$ cat src/rtl/adder_operand_loader_if.sv
// Bundles the switch/key inputs and the adder-facing bus of the operand loader.
// The slave side is the loader; the master side is the board or its stand-in.
interface adder_operand_loader_if #(
    parameter int bits = 2
);
    logic [bits-1:0] sw;
    logic            ci_sw;
    logic            key_n;
    logic [2*bits:0] add_sw;
    logic [bits:0]   add_ledr;
    logic [bits:0]   result;
    logic            result_valid;
    logic [1:0]      state;

    modport master (
        output sw, ci_sw, key_n, add_ledr,
        input  add_sw, result, result_valid, state
    );

    modport slave (
        input  sw, ci_sw, key_n, add_ledr,
        output add_sw, result, result_valid, state
    );
endinterface

$ cat src/rtl/adder_operand_loader.sv
// Loads A, then B and carry-in, from switches on debounced key presses, drives the
// combinational adder with {ci, a, b} and latches its output as a held result.
module adder_operand_loader #(
    parameter int bits            = 2,
    parameter int DEBOUNCE_CYCLES = 4
) (
    input  logic                   clk,
    input  logic                   rst_n,
    adder_operand_loader_if.slave  bus
);
    localparam int CNT_W = $clog2(DEBOUNCE_CYCLES + 1);

    typedef enum logic [1:0] {
        LOAD_A  = 2'd0,
        LOAD_B  = 2'd1,
        COMPUTE = 2'd2,
        SHOW    = 2'd3
    } state_e;

    logic             key_meta_q, key_s_q;
    logic             key_db_q, key_db_d;
    logic             key_db_prev_q;
    logic [CNT_W-1:0] cnt_q, cnt_d;
    logic             press_q;

    state_e           state_q;
    logic [2*bits:0]  add_sw_q;
    logic [bits:0]    result_q;
    logic             result_valid_q;

    // The debounced level only follows key_s after a full run of mismatching samples.
    always_comb begin
        cnt_d    = cnt_q;
        key_db_d = key_db_q;
        if (key_s_q == key_db_q) begin
            cnt_d = '0;
        end else if (cnt_q == CNT_W'(DEBOUNCE_CYCLES - 1)) begin
            key_db_d = key_s_q;
            cnt_d    = '0;
        end else begin
            cnt_d = cnt_q + 1'b1;
        end
    end

    always_ff @(posedge clk or negedge rst_n) begin
        if (!rst_n) begin
            key_meta_q    <= 1'b1;
            key_s_q       <= 1'b1;
            key_db_q      <= 1'b1;
            key_db_prev_q <= 1'b1;
            cnt_q         <= '0;
            press_q       <= 1'b0;
        end else begin
            key_meta_q    <= bus.key_n;
            key_s_q       <= key_meta_q;
            key_db_q      <= key_db_d;
            key_db_prev_q <= key_db_q;
            cnt_q         <= cnt_d;
            // Only the 1->0 edge of the debounced level is an event.
            press_q       <= key_db_prev_q & ~key_db_q;
        end
    end

    always_ff @(posedge clk or negedge rst_n) begin
        if (!rst_n) begin
            state_q        <= LOAD_A;
            add_sw_q       <= '0;
            result_q       <= '0;
            result_valid_q <= 1'b0;
        end else begin
            unique case (state_q)
                LOAD_A: begin
                    if (press_q) begin
                        add_sw_q[2*bits-1:bits] <= bus.sw;
                        state_q                 <= LOAD_B;
                    end
                end
                LOAD_B: begin
                    if (press_q) begin
                        add_sw_q[bits-1:0] <= bus.sw;
                        add_sw_q[2*bits]   <= bus.ci_sw;
                        state_q            <= COMPUTE;
                    end
                end
                // One cycle lets the external adder settle on the new operands.
                COMPUTE: begin
                    result_q       <= bus.add_ledr;
                    result_valid_q <= 1'b1;
                    state_q        <= SHOW;
                end
                SHOW: begin
                    if (press_q) begin
                        result_valid_q <= 1'b0;
                        state_q        <= LOAD_A;
                    end
                end
                default: state_q <= LOAD_A;
            endcase
        end
    end

    assign bus.add_sw       = add_sw_q;
    assign bus.result       = result_q;
    assign bus.result_valid = result_valid_q;
    assign bus.state        = state_q;
endmodule

$ cat src/flat_wrapper.sv
// flat-port wrapper written by rule: the top's interface ports become plain ports
module adder_operand_loader_flat 
#(
    parameter int bits            = 2,
    parameter int DEBOUNCE_CYCLES = 4
)
  (clk, rst_n, bus_sw, bus_ci_sw, bus_key_n, bus_add_ledr, bus_add_sw, bus_result, bus_result_valid, bus_state);
  adder_operand_loader_if #(.bits(bits)) bus_i ();
  input  logic clk;
  input  logic rst_n;
  input wire logic [$bits(bus_i.sw)-1:0] bus_sw;
  input wire logic [$bits(bus_i.ci_sw)-1:0] bus_ci_sw;
  input wire logic [$bits(bus_i.key_n)-1:0] bus_key_n;
  input wire logic [$bits(bus_i.add_ledr)-1:0] bus_add_ledr;
  output wire logic [$bits(bus_i.add_sw)-1:0] bus_add_sw;
  output wire logic [$bits(bus_i.result)-1:0] bus_result;
  output wire logic [$bits(bus_i.result_valid)-1:0] bus_result_valid;
  output wire logic [$bits(bus_i.state)-1:0] bus_state;
  assign bus_i.sw = bus_sw;
  assign bus_i.ci_sw = bus_ci_sw;
  assign bus_i.key_n = bus_key_n;
  assign bus_i.add_ledr = bus_add_ledr;
  assign bus_add_sw = bus_i.add_sw;
  assign bus_result = bus_i.result;
  assign bus_result_valid = bus_i.result_valid;
  assign bus_state = bus_i.state;
  adder_operand_loader #(.bits(bits), .DEBOUNCE_CYCLES(DEBOUNCE_CYCLES)) u_core (.clk(clk), .rst_n(rst_n), .bus(bus_i));
endmodule
$ cat config.mk
export PLATFORM = sky130hd
export DESIGN_NAME = adder_operand_loader_flat
export DESIGN_NICKNAME = d
export VERILOG_FILES = /design/src/rtl/adder_operand_loader_if.sv /design/src/rtl/adder_operand_loader.sv /design/src/flat_wrapper.sv
export SDC_FILE = /design/constraint.sdc
export NUM_CORES = 1
export LEC_CHECK = 0
export CELL_PAD_IN_SITES_DETAIL_PLACEMENT = 1
export CELL_PAD_IN_SITES_GLOBAL_PLACEMENT = 1
export CORE_MARGIN = 3
export CORE_UTILIZATION = 40
export CTS_CLUSTER_SIZE = 14
export DETAILED_ROUTE_END_ITERATION = 6
export MAX_ROUTING_LAYER = met4
export PLACE_DENSITY_LB_ADDON = 0.12
export SLEW_MARGIN = 20
export SYNTH_ARGS = -nofsm -noshare
export SYNTH_HDL_FRONTEND = slang
export SYNTH_SLANG_ARGS = --single-unit
export TNS_END_PERCENT = 5
$ cat constraint.sdc
create_clock -name clk -period 2.3 [get_ports clk]
set_clock_uncertainty 0.05 [all_clocks]
set_input_delay 0.46 -clock clk [delete_from_list [all_inputs] [get_ports clk]]
set_output_delay 0.46 -clock clk [all_outputs]
set_load 0.005 [all_outputs]
==> flow_metrics.env <==
# flow metrics
export IMPL_p_comb_uw=598
export IMPL_drv_slew=0
export IMPL_grt_first_pass_wirelength_mm=2.235
export IMPL_final_cells=101
export IMPL_required_ns=1.79
export IMPL_die_w_um=49.90
export IMPL_ios=20
export IMPL_power_switching_uw=406.0
export IMPL_final_common_cell="clkdlybuf4s50_1"
export IMPL_internal_power_uw=942.5
export IMPL_cp_data_arrival_time_ns=1.25
export IMPL_cts_setup_buffers=0
export IMPL_synthTopCellsByArea="dfrtp_1, dfstp_2, mux2_2"
export IMPL_post_cts_resized=0
export IMPL_clk_share_pct=2.680
export IMPL_sh_seq_area_pct=46.77
export IMPL_buffer_area_share_pct=19.24
export IMPL_comb_cells=30
export IMPL_dp_hpwl_mm=1.064
export IMPL_powerClk_uw=167
export IMPL_powerSeq_uw=584
export IMPL_clkLatencyLatePin_ns=0.29
export IMPL_timing_hold_ws_ns=0.3139
export IMPL_slowest_stage="clkdlybuf4s50_1"
export IMPL_outcome="finished, final reports clean"
export IMPL_logic_area_um2=279.0
export IMPL_netlist_area_leader_share_pct=48.70
export IMPL_core_area_mm2=0.001764
export IMPL_power_leader="combinational cells"
export IMPL_drc=0
export IMPL_syn_inst=52
export IMPL_path_class="register to output pin"
export IMPL_die_area_mm2=0.002490
## cells in the mapped netlist (all sizes together)
| cell | number |
|---|---|
| inv | 3 |
| nor2 | 3 |
| dfstp | 4 |
| mux2i | 1 |
| mux2 | 10 |
| ha | 6 |
| nor3 | 2 |
| nor2b | 3 |
| o22ai | 1 |
| nand2 | 2 |
| dfrtp | 15 |
| nor3b | 1 |
| xnor2 | 1 |
## worst paths after layout
path | slack (ns) | end | depth (start not counted) | from
worst max-delay path | 0.54 | bus_state[1] | 1 | u_core.bus.state[1]$_DFFE_PN0P_
max in group asynchronous | 1.22 | u_core.bus.add_sw[1]$_DFFE_PN0P_ | 2 | rst_n
worst max register to register | 0.85 | u_core.bus.state[1]$_DFFE_PN0P_ | 5 | u_core.bus.state[1]$_DFFE_PN0P_
worst min register to register | 0.31 | u_core.key_s_q$_DFF_PN1_ | 0 | u_core.key_meta_q$_DFF_PN1_
min in group asynchronous | 0.47 | u_core.press_q$_DFF_PN0_ | 1 | rst_n
worst min-delay path | 0.31 | u_core.key_s_q$_DFF_PN1_ | 0 | u_core.key_meta_q$_DFF_PN1_
## flip-flops by register name (all words and copies together), names as in the netlist
register                 cells
u_core.bus.add_sw            5
u_core.bus.result            3
u_core.cnt_q                 3
u_core.bus.state             2
u_core.bus.result_valid      1
u_core.key_db_prev_q         1
u_core.key_db_q              1
u_core.key_meta_q            1
u_core.key_s_q               1
u_core.press_q               1
## metal layers
| metal | GRT usage, % | vias up | share of wire (%) | routed length (µm) |
|---|---|---|---|---|
| met5 | - | - | 0 | 0 |
| met4 | 4.147 | 0 | 0.77 | 10 |
| met3 | 2.115 | 2 | 3.8 | 49 |
| met2 | 21.15 | 11 | 50 | 645 |
| met1 | 13.87 | 237 | 46 | 592 |
| li1 | - | 219 | - | - |
### Met3 routing

(10 px per µm)
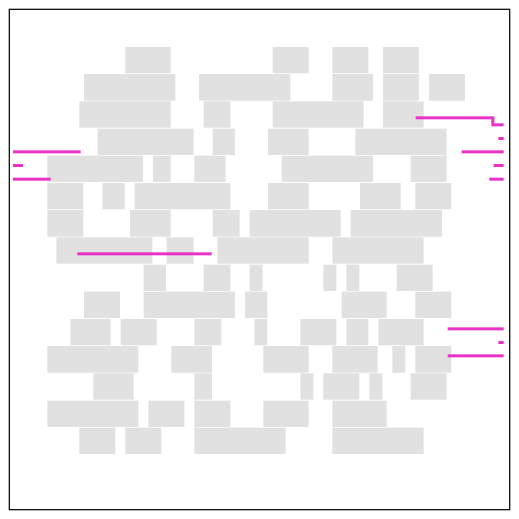
The layer carries 49.7 µm of wire. The wires run mostly horizontal. The layer holds 3.8% of the routed length. The longest straight run is 13.1 µm. 11 nets have wire on it.
met3 global-route usage: 2.115%
Post-Route WL: 1.298 mm
Vias: 469

### Signal wires on met2

(10 px per µm)
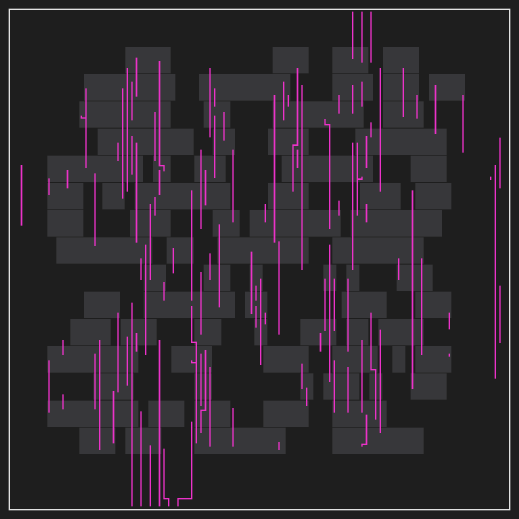
The longest straight run is 21.3 µm. The layer holds 50% of the routed length.
met2 GRT Util: 21.15%

### Track usage over the die

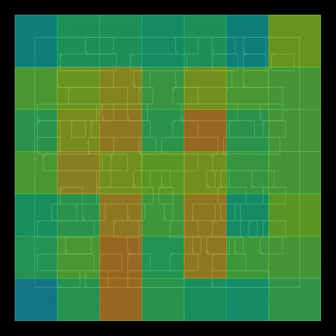
Top Usage Layer GRT: met2
final core utilization: 58.23%

